clocks.png
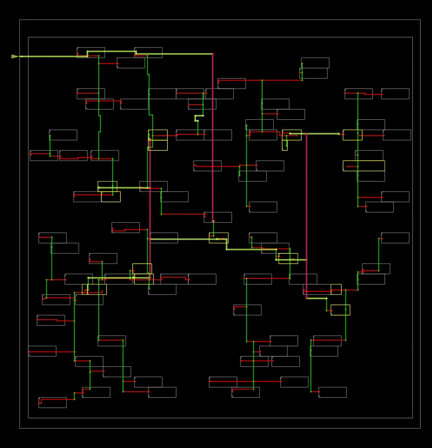
io_fan.png
Drawn at 3 px/um.
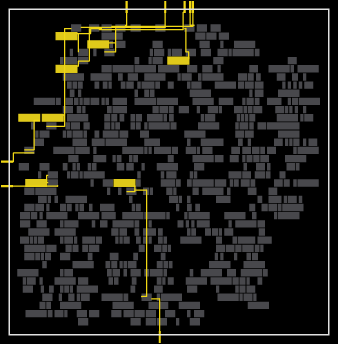
layer_met2.png
Drawn at 4 px/um.
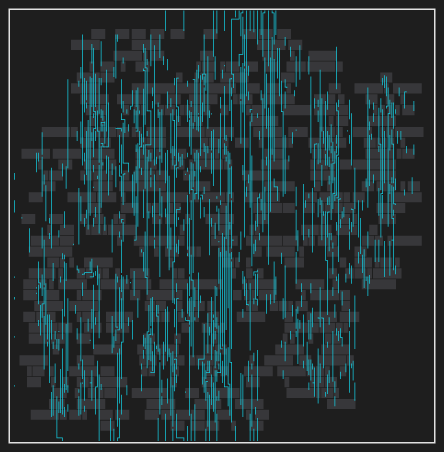
clk_routes.png
Drawn at 4 px/um.
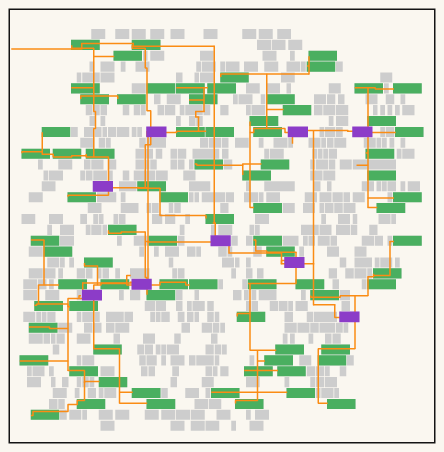
placement_by_type.png
Drawn at 3 px/um. Fill, decap, tap and diode cells in gray.
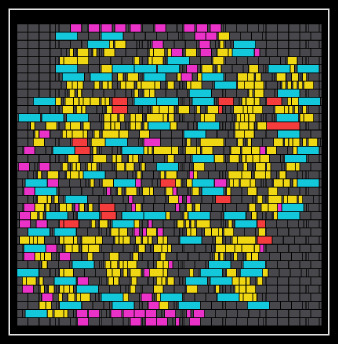
### config.mk
export PLATFORM = sky130hd
export DESIGN_NAME = sound_seq_reader
export DESIGN_NICKNAME = d
export VERILOG_FILES = /design/src/rtl/sound_seq_pkg.sv /design/src/rtl/sound_tick_gen.sv /design/src/rtl/sound_seq_reader.sv
export SDC_FILE = /design/constraint.sdc
export NUM_CORES = 1
export LEC_CHECK = 0
export CAP_MARGIN = 0
export CORE_AREA = 2 2 104 106
export DETAILED_ROUTE_END_ITERATION = 6
export DIE_AREA = 0 0 106 108
export GPL_TIMING_DRIVEN = 0
export HOLD_SLACK_MARGIN = 0.03
export PLACE_DENSITY_LB_ADDON = 0.1
export SLEW_MARGIN = 20
export SYNTH_ARGS = -nofsm -noshare
export SYNTH_HDL_FRONTEND = slang
export SYNTH_SLANG_ARGS = --single-unit
### constraint.sdc
create_clock -name clk -period 5.9 [get_ports clk]
set_input_delay 0.885 -clock clk [delete_from_list [all_inputs] [get_ports clk]]
set_output_delay 0.885 -clock clk [all_outputs]
set_load 0.02 [all_outputs]
### src/rtl/sound_seq_pkg.sv
// sound_seq_pkg: opcodes, event codes and FSM states shared by the sound sequencer
package sound_seq_pkg;
  localparam logic [3:0] OP_WAIT     = 4'h0;
  localparam logic [3:0] OP_TEMPO    = 4'h1;
  localparam logic [3:0] OP_VOL      = 4'h2;
  localparam logic [3:0] OP_INST     = 4'h3;
  localparam logic [3:0] OP_NOTE_ON  = 4'h4;
  localparam logic [3:0] OP_NOTE_OFF = 4'h5;
  localparam logic [3:0] OP_END      = 4'hF;
  localparam logic [1:0] EV_VOL      = 2'd0;
  localparam logic [1:0] EV_INST     = 2'd1;
  localparam logic [1:0] EV_NOTE_ON  = 2'd2;
  localparam logic [1:0] EV_NOTE_OFF = 2'd3;
  typedef enum logic [2:0] {S_IDLE, S_FETCH, S_RDWAIT, S_EXEC, S_EMIT, S_DELAY, S_DONE} state_t;
  function automatic logic [1:0] ev_code(input logic [3:0] op);
    return op == OP_VOL ? EV_VOL : op == OP_INST ? EV_INST : op == OP_NOTE_ON ? EV_NOTE_ON : EV_NOTE_OFF;
  endfunction
endpackage

### src/rtl/sound_tick_gen.sv
// sound_tick_gen: base-tick prescaler plus tempo divider (clk/rst, clr, en, tempo in; seq_tick pulse out)
module sound_tick_gen #(
  parameter int TICK_DIV = 1000,
  parameter int TEMPO_W  = 12
) (
  input  logic               clk,
  input  logic               rst,
  input  logic               clr,
  input  logic               en,
  input  logic [TEMPO_W-1:0] tempo,
  output logic               seq_tick
);
  localparam int PW = TICK_DIV > 1 ? $clog2(TICK_DIV) : 1;
  logic [PW-1:0]      r_pre;
  logic [TEMPO_W-1:0] r_beat;
  logic               w_base;
  assign w_base   = en && r_pre == PW'(TICK_DIV - 1);
  assign seq_tick = w_base && r_beat == tempo - TEMPO_W'(1);
  always_ff @(posedge clk) begin
    if (rst || clr) begin
      r_pre  <= '0;
      r_beat <= '0;
    end else if (en) begin
      r_pre  <= w_base ? '0 : r_pre + PW'(1);
      r_beat <= seq_tick ? '0 : w_base ? r_beat + TEMPO_W'(1) : r_beat;
    end
  end
endmodule

### src/rtl/sound_seq_reader.sv
// sound_seq_reader: command ROM sequencer (start/abort in, rom_addr/rom_data fetch, ev_* valid/ready events out, busy/done status)
module sound_seq_reader
  import sound_seq_pkg::*;
#(
  parameter int                ADDR_W     = 13,
  parameter int                DATA_W     = 16,
  parameter int                TICK_DIV   = 1000,
  parameter logic [ADDR_W-1:0] START_ADDR = '0
) (
  input  logic              clk,
  input  logic              rst,
  input  logic              start,
  input  logic              abort,
  output logic [ADDR_W-1:0] rom_addr,
  input  logic [DATA_W-1:0] rom_data,
  output logic              ev_valid,
  input  logic              ev_ready,
  output logic [1:0]        ev_type,
  output logic [3:0]        ev_chan,
  output logic [7:0]        ev_value,
  output logic              busy,
  output logic              done
);
  state_t            r_state;
  logic [ADDR_W-1:0] r_pc;
  logic [11:0]       r_tempo;
  logic [11:0]       r_wait;
  logic              r_valid;
  logic              r_busy;
  logic              r_done;
  logic [1:0]        r_type;
  logic [3:0]        r_chan;
  logic [7:0]        r_value;
  logic [3:0]        w_op;
  logic [11:0]       w_arg;
  logic              w_event;
  logic              w_tick;
  assign w_op     = rom_data[DATA_W-1 -: 4];
  assign w_arg    = rom_data[11:0];
  assign w_event  = w_op >= OP_VOL && w_op <= OP_NOTE_OFF;
  assign rom_addr = r_pc;
  assign ev_valid = r_valid;
  assign ev_type  = r_type;
  assign ev_chan  = r_chan;
  assign ev_value = r_value;
  assign busy     = r_busy;
  assign done     = r_done;
  sound_tick_gen #(.TICK_DIV(TICK_DIV), .TEMPO_W(12)) u_tick (
    .clk     (clk),
    .rst     (rst),
    .clr     (r_state == S_EXEC),
    .en      (r_state == S_DELAY),
    .tempo   (r_tempo),
    .seq_tick(w_tick)
  );
  always_ff @(posedge clk) begin
    if (rst) begin
      r_state <= S_IDLE;
      r_pc    <= START_ADDR;
      r_tempo <= 12'd1;
      r_wait  <= '0;
      r_valid <= 1'b0;
      r_busy  <= 1'b0;
      r_done  <= 1'b0;
      r_type  <= '0;
      r_chan  <= '0;
      r_value <= '0;
    end else if (abort) begin
      r_state <= S_IDLE;
      r_valid <= 1'b0;
      r_busy  <= 1'b0;
      r_done  <= 1'b0;
    end else begin
      r_done <= 1'b0;
      case (r_state)
        S_IDLE: if (start) begin
          r_state <= S_FETCH;
          r_pc    <= START_ADDR;
          r_busy  <= 1'b1;
        end
        S_FETCH:  r_state <= S_RDWAIT;
        S_RDWAIT: r_state <= S_EXEC;
        S_EXEC: begin
          r_pc <= r_pc + ADDR_W'(1);
          if (w_event) begin
            r_valid <= 1'b1;
            r_type  <= ev_code(w_op);
            r_chan  <= rom_data[11:8];
            r_value <= rom_data[7:0];
            r_state <= S_EMIT;
          end else if (w_op == OP_WAIT && w_arg != '0) begin
            r_wait  <= w_arg;
            r_state <= S_DELAY;
          end else if (w_op == OP_END) begin
            r_done  <= 1'b1;
            r_busy  <= 1'b0;
            r_state <= S_DONE;
          end else begin
            if (w_op == OP_TEMPO) r_tempo <= w_arg == '0 ? 12'd1 : w_arg;
            r_state <= S_FETCH;
          end
        end
        S_EMIT: if (ev_ready) begin
          r_valid <= 1'b0;
          r_state <= S_FETCH;
        end
        S_DELAY: if (w_tick) begin
          r_wait <= r_wait - 12'd1;
          if (r_wait == 12'd1) r_state <= S_FETCH;
        end
        S_DONE:  r_state <= S_IDLE;
        default: r_state <= S_IDLE;
      endcase
    end
  end
endmodule

==> results_slide.txt <==
Run Summary

Min path
  • Min-delay src: u_tick.r_pre[9]
  • End of the worst hold path: u_tick.r_pre[9]
  • Hold crit path type: flop to flop
  • Hold Path Cell Cnt: 2

Final layout
  • Finished Core Util: 47.8%
  • Nets: 565
  • Area delta synth->final: 21.7%
  • Final cell count without fillers: 679
  • Layout cells sized above 1: 6.81%
  • Post-Layout Inst Area: 0.00489 sq mm
  • Filler cells: 999
  • Most frequent cells in the layout: nor2_1, dfxtp_1, clkdlybuf4s50_1
  • Most used logic cell in the final layout: nor2_1

Yosys
  • Post-synth ARST share: 0%
  • Seq/Total Area, Yosys: 39.4%
  • Post-synth top cells: nor2_1, dfxtp_1, nand2_1
  • Ys flops: 79
  • Post-synthesis cell count: 478
  • Adder Share, Synth: 1.87%
  • Area fraction in xor and xnor cells: 9.16%
  • Yosys cell count: 478
  • Mapped cell area: 0.00401 sq mm
  • Mux cell area share after synthesis: 8.23%
  • Synthesized area per cell: 8.40 sq um
  • Top cell type by instance count after synthesis: nor2_1
  • Yosys aoi share: 12.2%

Drt
  • Post-route ant nets: 0
  • WL met1: 4.67 mm
  • WL per Instance: 14.5 um
  • Top sig layer: met4
  • Drt drc: 0
  • 1st-iter DRT viols: 129

Floorplan
  • Die Ht: 108 um
  • Core area: 0.0102 sq mm
  • Die ar.: 0.0114 sq mm
  • Chip width: 106 um
  • Core Util at FP: 39.2%

Clock network
  • Inserted Clock Buffers: 9
  • Clk sink count: 79
  • CTS tree: yes
  • Number of gates resized after cts: 0
  • Maximum number of buffers from clock root to sink: 2
  • Post-CTS Setup Inserts: 0
  • CTS Hold Buffers Added: 0
  • CTS root buf: clkbuf_8
  • Clock transition at path regs: 0.08 ns

STA
  • Max-slew violation count: 0
  • Final period util: 52.0%
  • Number of setup violations in the final report: 0
  • Worst-Margin Slew: 0.755 ns
  • Slew headroom: 49.7%
  • Final min period: 3.07 ns
  • Final clock skew: 0.0126 ns
  • RSZ-0062 raised after global routing: false
  • Setup TNS: 0 ns

Setup path
  • CP arrival: 3.29 ns
  • Worst path cell trace: inv_1, ha_1, nor4b_1, nand2_1, o21ai_0, a31oi_1, or4_1, buf_2, a21oi_4, buf_8, mux2i_1, a21oi_1
  • Critical path type: flop to flop
  • Cell count along the critical path: 12
  • Max incr delay on CP: 0.51 ns
  • Worst Path Buf+Inv: 3
  • Worst setup EP type: flop
  • Crit path launch: r_tempo[0]
  • Worst R2R Setup Slack: 2.83 ns
  • R2R cell count: 12
  • Crit Path Max Fanout: 10

GRT
  • Global Route Usage Sum: 18.1%
  • Vias in the first global route: 3333
  • Met1 Use GR: 22.6%
  • Largest net degree at the start of global routing: 13
  • Busiest grt layer: met2
  • Initial antenna violation count: 0
  • First-pass GRT wire length: 16.3 mm
  • Total grt overflow: 0

Power and ir drop
  • Switch share: 23.2%
  • Power per Cell Area: 211 mW/mm^2
  • Clock group share of total power: 41.5%
  • Sequential share of power: 52.1%
  • Combinational fraction of design power: 6.4%
  • Total Power: 1.03 mW

Run status
  • Status: finished clean

Placement
  • Gpl congestion: 0.849
  • Post-Place Cell Area: 0.00468 sq mm
About clocks.png:
clock buffers: 14
Flops: 79

About io_fan.png:
`ev_value` -> yellow  # direction output, end cells 8, wire 316 um
# port buffers: 48
Boundary Pins: 51

About layer_met2.png:
longest straight run = 42.2 um
nets with wire on the layer = 458
share of all routed wire = 48%
main direction = vertical
wire length on this layer = 4690 um
Vias: 3448
routed wire length: 9.85 mm
GRT met2 Usage: 30.7%

About clk_routes.png:
flip-flops -> green  # count 79
clock wires -> orange  # length 1080 um
clock drivers -> purple  # count 9
routed clock nets = 10
flops lie = widely spread
clock group total power: 0.427 mW
worst skew pair latency: 0.35 ns

About placement_by_type.png:
sequential cells -> cyan  # cells 79, share of their area 34%
combinational and other logic -> yellow  # cells 376, share of their area 49%
clock drivers and dummy loads -> red  # cells 16, share of their area 4.5%
remaining buffers and delay cells -> magenta  # cells 72, share of their area 13%
# rows: 37
fraction of area in registers: 32.4%

[power by group through the flow]
stage	Sequential [mW]	Clock, mW	Combinational, mW
3_5_place_dp	0.549	0	0.0660
6_report	0.536	0.427	0.0661
5_1_grt	0.537	0.462	0.0735
3_3_place_gp	0.549	0	0.0653
4_1_cts	0.536	0.442	0.0662
2_1_floorplan	0.549	0	0.0337
[cell type report]
cell class / count / area [sq um] / area share, %
buffer: 23 / 111 / 2.28
clock buffer: 14 / 173 / 3.53
clock inverter: 2 / 37.5 / 0.768
inverter: 10 / 37.5 / 0.768
multi-input combinational: 366 / 2290 / 46.9
sequential: 79 / 1580 / 32.4
tap: 136 / 170 / 3.48
timing repair buffer: 49 / 485 / 9.94
Power figures rest on the tool's default switching activity, not on a simulated workload.
